Design arbitro_barramento_flat, sky130hd; sources not shown.
Run 1, gate families picked out:
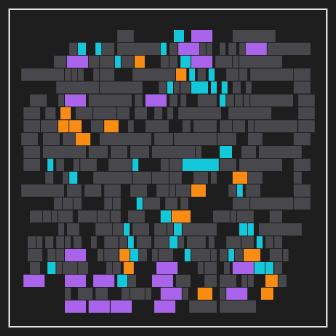
[fa/ha/maj cells] purple | cells: 20 | most used: ha_1
[nor cells] cyan | cells: 35 | most used: nor2_1
[and/or cells] orange | cells: 16 | most used: or3_1
non-filler cells, final: 335
Top cell excl fill/tap: nand2_1
combinational share of cell area: 63.9%

Run 1, I/O nets highlighted:
The bar under the picture is 20 um long.
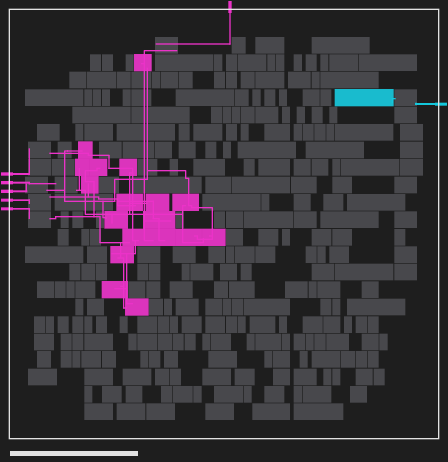
[`bus_req`] magenta | bits: 6 | direction: input | edge: 5 west, 1 north | end cells: 17 | buffers: 6 | wire: 314 um
[`bus_troca`] cyan | bits: 1 | direction: output | edge: east | end cells: 1 | buffers: 1 | wire: 4.30 um
io pins: 19
Port Buf Inserts: 18

Run 1, register map, names as in the netlist:
The bar under the picture is 20 um long.
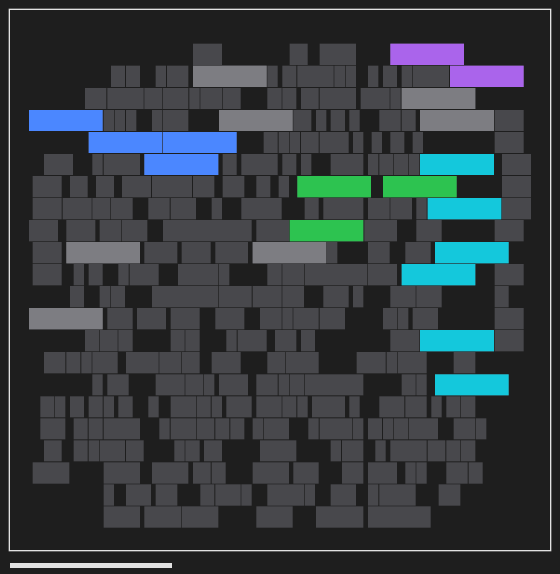
[`u_core.estado_q`] purple | sequential cells: 2
[`u_core.cnt_q`] blue | sequential cells: 4 | where: north-west
[`u_core.bus.dono`] green | sequential cells: 3
[`u_core.bus.ctrl`] cyan | sequential cells: 6 | where: east
not coloured: 7
Sequential Area: 551 sq um
fraction of area in registers: 21.3%
Final Util: 69.5%

==> results.json, run 1 <==
{
  "cts_buffers": 3,
  "yosys.area_share.adder_pct": 10.8,
  "largest_reg_flops": 6,
  "n_all_buffers": 18,
  "highest_layer": "met4",
  "fin_crit_sh_pct": 86.4,
  "gp_congestion": 0.877,
  "stdcell_area_sq_um": 2580,
  "synthTopCellsByArea": "dfrtp_1 24%, ha_1 11%, mux2i_1 5.2%",
  "die_w_um": 66.7,
  "top_cell": "nand2_1",
  "hold_viol": 0,
  "status": "finished clean",
  "clkbuf_count": 3,
  "core_area_sq_um": 3720,
  "synth_area_sq_um": 2320,
  "critPathArrivalTime_ns": 4.85,
  "drive_above_1_share_pct": 9.76,
  "netlist_logic_family_top": "AND-OR/OR-AND gates"
}
Run 1, routing congestion:
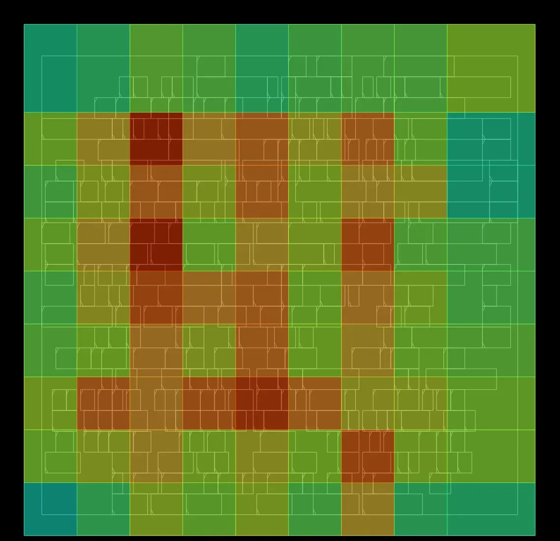

--- run 2 (diff from run 1) ---
- CORE_ASPECT_RATIO: default -> 1.75
Run 2, routing congestion:
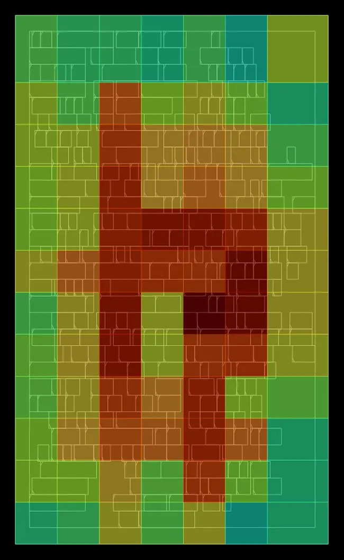
grt met1 use: 30.7%
GRT busiest layer: met2
Global Route met3 Usage: 4.12%
wire length per cell: 18.3 um

==> run 2 against run 1 <==
Against the previous run:
- routed wire length rose by 18%
- critical path depth unchanged
- maximum frequency down 0.47%
- hold slack better by 0.021 ns
==> results.json, run 2 <==
{
  "gp_congestion": 1.02,
  "instances_no_fill": 335,
  "critPathTopFamily": "simple AND/OR/NAND/NOR gates",
  "finalMaxSlewViolations": 0,
  "drv_cap": 0,
  "port_buffers": 18,
  "yosys.area_share.adder_pct": 10.8,
  "n_antenna_cell": 0,
  "seq_share_pct": 21.3,
  "n_all_buffers": 18,
  "core_area_sq_um": 3830,
  "n_all_inverters": 20,
  "yosys_warnings": 0,
  "grt_usage_pct": 30.0,
  "synth-area-yosys_sq_um": 2320,
  "synthTopCellsByArea": "dfrtp_1 24%, ha_1 11%, mux2i_1 5.2%",
  "largest_reg_flops": 6,
  "hpwl_um": 4820,
  "die_w_um": 51.4,
  "highest_layer": "met4",
  "die_y_um": 86.9,
  "synth_area_sq_um": 2320,
  "top_cell": "nand2_1",
  "io_pins": 19,
  "cts_buffers": 3,
  "utilization_pct": 67.5,
  "clkbuf_count": 3,
  "drive_above_1_share_pct": 9.76,
  "seq_area_sq_um": 551,
  "layout_top_cell": "nand2_1",
  "common_cells": "25 x nand2_1, 22 x dfrtp_1, 20 x ha_1, 20 x inv_1, 19 x nor2_1",
  "critPathArrivalTime_ns": 4.86,
  "status": "finished clean",
  "comb-cell-share_pct": 63.9,
  "netlist_logic_family_top": "AND-OR/OR-AND gates",
  "post_cts_buffers": 0,
  "layout_setup_ws_ns": 0.728,
  "stdcell_area_sq_um": 2580,
  "fin_crit_sh_pct": 86.8,
  "hold_viol": 0
}
